## src/rtl/moore_1010_detector.sv

```systemverilog
// moore_1010_detector
// Serial Moore FSM that flags the pattern 1-0-1-0 on input x. The flag y is
// decoded from the state register alone, so it rises on the same edge that
// samples the final 0 and stays high for exactly one cycle.
//
// Build option: define MOORE_1010_OVERLAP_EN for overlapping detection
// (S4 with x=1 resumes at S3). Without it, S4 with x=1 restarts at S1 and a
// complete new "1010" is needed for the next detection.
module moore_1010_detector (
  output logic y,
  input  logic x,
  input  logic clk,
  input  logic reset
);

  typedef enum logic [2:0] {
    S0 = 3'b000,  // idle, no prefix
    S1 = 3'b001,  // seen "1"
    S2 = 3'b010,  // seen "10"
    S3 = 3'b011,  // seen "101"
    S4 = 3'b100   // seen "1010", detect
  } state_t;

  state_t state;
  state_t state_next;

  // State register with asynchronous active-high reset to idle.
  always_ff @(posedge clk or posedge reset) begin
    if (reset) begin
      // NOTE: sequential state uses non-blocking assignments so every flop
      // samples the pre-edge value of its inputs, independent of block order.
      state <= S0;
    end else begin
      state <= state_next;
    end
  end

  // Next-state decode from the current state and the sampled bit.
  always_comb begin
    // NOTE: the default assignment first guarantees every path assigns
    // state_next, so no latch is inferred; it also sends illegal encodings
    // (101, 110, 111) back to S0.
    state_next = S0;
    unique case (state)
      S0: state_next = x ? S1 : S0;
      S1: state_next = x ? S1 : S2;
      S2: state_next = x ? S3 : S0;
      S3: state_next = x ? S1 : S4;
`ifdef MOORE_1010_OVERLAP_EN
      // The trailing "10" of a match is reused as the prefix of the next one.
      S4: state_next = x ? S3 : S0;
`else
      // A match consumes all four bits; the trailing 1 only starts a new prefix.
      S4: state_next = x ? S1 : S0;
`endif
      default: state_next = S0;
    endcase
  end

  // Moore output: high only in S4, with no path from x.
  always_comb begin
    y = (state == S4);
  end

endmodule

```

## config.mk

```make
export PLATFORM = sky130hd
export DESIGN_NAME = moore_1010_detector
export DESIGN_NICKNAME = d
export VERILOG_FILES = /design/src/rtl/moore_1010_detector.sv
export SDC_FILE = /design/constraint.sdc
export NUM_CORES = 1
export LEC_CHECK = 0
export CAP_MARGIN = 20
export CORE_AREA = 8 8 45 47
export DETAILED_ROUTE_END_ITERATION = 8
export DIE_AREA = 0 0 53 55
export GPL_ROUTABILITY_DRIVEN = 0
export PLACE_DENSITY = 0.3
export SETUP_SLACK_MARGIN = 0.2
export SLEW_MARGIN = 20
export SYNTH_ARGS = -nofsm -noshare
export SYNTH_HDL_FRONTEND = slang
export SYNTH_SLANG_ARGS = --single-unit
```

## constraint.sdc

```tcl
create_clock -name clk -period 1.4 [get_ports clk]
set_clock_uncertainty 0.1 [all_clocks]
set_input_delay 0.28 -clock clk [delete_from_list [all_inputs] [get_ports clk]]
set_output_delay 0.28 -clock clk [all_outputs]
set_load 0.01 [all_outputs]
```

==> images/sizing.png <==
(6 px per um)
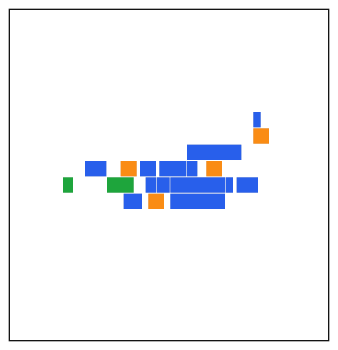
Key: orange = x3 and x4 [cells 4, share 21%]; green = x2 [cells 2, share 11%]; blue = x1 and smaller [cells 13, share 68%]

==> images/floorplan.png <==
(6 px per um) Pins as bars on the die edge.
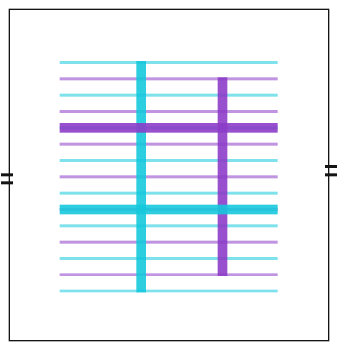
Key: purple = VDD; cyan = VSS
2 straps on met5. The core has 14 rows. 2 straps on met4.
die height: 55 um
chip width: 53 um
Worst IR Drop VDD: 0.000204 V
floorplan core area: 1380 um^2

==> images/clock_wires.png <==
(10 px per um)
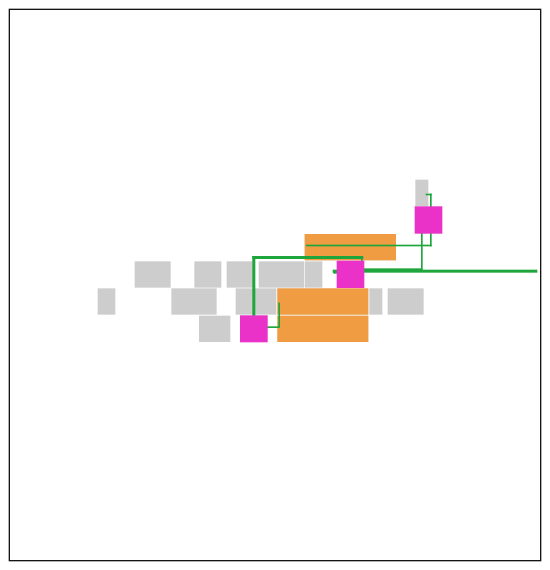
Key: orange = flip-flops [count 3]; magenta = clock-net drivers [count 3]; green = clock wires [length 75.1 um]
There are 4 routed clock nets.
clock insertion delay at the later pin of the skew report: 0.24 ns
clock network fraction of design power: 56.1%
power of the clock network: 151 uW

==> images/class_map.png <==
(8 px per um) Fill, decap, tap and diode cells in grey.
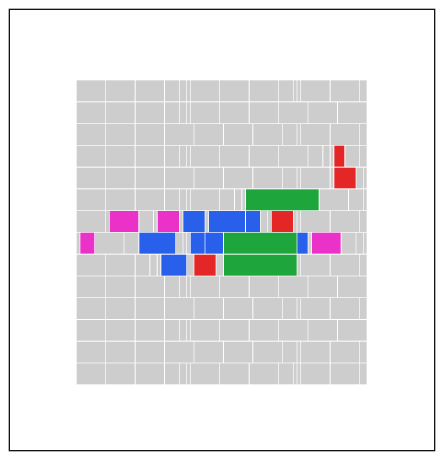
Key: magenta = remaining buffers and delay cells [cells 4]; green = sequential cells [cells 3]; blue = remaining logic cells [cells 8]; red = clock drivers and dummy loads [cells 4]
fin area: 215 um^2
number of cell rows: 14
final core utilization: 15.6%
sequential fraction of total cell area: 34.9%

==> out/README.md <==
| Metric | Value |
|---|---|
| End of the critical path | y |
| Number of diodes added for antenna fixing | 0 |
| Upper clock frequency limit | 739 MHz |
| EDFF count, synth | 0 |
| Proportion of synthesized chip area in sequential cells | 57.1% |
| Ratio of cells with drive above 1 in the final layout | 31.6% |
| Average detailed-routed wire length per instance | 7.89 um |
| Most area-consuming cells after synthesis | sky130_fd_sc_hd__dfrtp_1 57%, sky130_fd_sc_hd__and4bb_1 9.5%, sky130_fd_sc_hd__or3b_1 6.7% |
| Unrepaired setup endpoints after global routing | true |
| # clock sinks | 3 |
| Via total after detailed routing | 110 |
| ANT nets after route | 0 |
| Cell with the most instances after synthesis | sky130_fd_sc_hd__dfrtp_1 |
| DRT Wirelength | 276 um |
| Number of failing setup endpoints in the final timing report | 0 |
| Fin worst setup slack | 0.0465 ns |
| Headroom to the max-slew limit | 89.6% |
| Count of TritonRoute iterations in the first routing pass | 3 |
| # IOs | 4 |
| Die Area | 2920 um^2 |
| FF+latch area | 75.1 um^2 |
| Setup slack of the most critical reg-to-reg path | 0.28 ns |
| Count of fill cells added during filler insertion | 161 |
| Yosys warns | 0 |
| Critical Path AT | 0.97 ns |
| Clock slew seen by the registers of the worst setup and hold paths | 0.04 ns |
| Total DRC errors in the routed layout | 0 |
| Cell count listed in synth_stat.txt | 11 |
| Area figure in the yosys stat output | 131 um^2 |
| Post-route worst hold slack | 0.109 ns |
| Kind of start point of the critical path | flop |
| Distinct cells, synth | 9 |
| Post-layout net count | 23 |
| Data required time at the worst endpoint | 1.02 ns |
| Relative area change from synthesis to final layout | 63.8% |
| Transition time at the pin with the least slew margin | 0.156 ns |
| Number of buffers inserted during clock tree synthesis | 3 |
| Run status | finished clean |
| Synthesized netlist net count | 14 |
| Port Buf Inserts | 3 |
| Number of design-rule violations left by the first detailed-router iteration | 9 |
| Number of H-tree levels | 1 |
| Largest Register | state |
| Clock Path Buffers | 2 |
| CTS tree | yes |
| Standby leakage power | 0.0956 nW |
| Flip-flop count of the largest register, all copies and words added | 3 |
| CTS Root Cell | sky130_fd_sc_hd__clkbuf_4 |
| Beginning of the worst register-to-register path | state[1] |
==> metal layers <==
metal | vias up | track usage, % | wire length [um]
li1 | 55 | - | -
met1 | 47 | 2.90 | 139
met2 | 6 | 2.54 | 70
met3 | 2 | 3.74 | 58
met4 | 0 | 1.29 | 7
met5 | - | 0 | 0
==> cell type report <==
type,count,area share (%)
Inverter,1,1.74
Sequential cell,3,34.9
Timing Repair Buffer,4,15.1
Clock buffer,4,12.2
Tap cell,16,9.30
Multi-Input combinational cell,7,26.7
==> cells by family (layout without fill, tap and decap cells) <==
kind of cell,Yosys count,in the layout,share of synthesized area (%)
flip-flops,3,3,57.1
AND-OR/OR-AND,2,2,7.61
AND/OR/NAND/NOR,5,5,32.4
buffers and inverters,1,9,2.85
==> cell usage in the layout, fill, tap and decap left out, drive strengths merged <==
cell type	synthesis	routed
and4bb	1	1
clkdlybuf4s50	0	2
nand3b	1	1
dfrtp	3	3
or3b	1	1
inv	1	1
and2	1	1
clkbuf	0	4
a21oi	1	1
nor3b	1	1
o21ai	1	1
buf	0	2
==> critical path, cell delays in order, from the launching register on <==
cell and delay, ns:
sky130_fd_sc_hd__dfrtp_1 0.41, sky130_fd_sc_hd__nor3b_2 0.18, sky130_fd_sc_hd__buf_2 0.15
==> report_power, final <==
| group | internal [mW] | leakage (nW) | switching, mW |
|---|---|---|---|
| clock | 0.107 | 0.0150 | 0.0447 |
| combinational | 0.0129 | 0.0421 | 0.00600 |
| sequential | 0.0929 | 0.0385 | 0.00674 |
| total | 0.213 | 0.0956 | 0.0574 |
==> worst min path at each step <==
stage                      from  endpoint  cells after the start
after floorplan           reset  state[0]                      1
after global placement    reset  state[2]                      2
after detailed placement  reset  state[1]                      2
after CTS                 reset  state[0]                      2
after global routing      reset  state[0]                      2
final                     reset  state[0]                      2
==> what timing repair did <==
item	CTS	global route
buffers inserted	0	0
resized	5	0
pin swaps	0	1
endpoints found under the setup margin	1	1
No activity file was given, so power comes from the tool's default toggle rates.
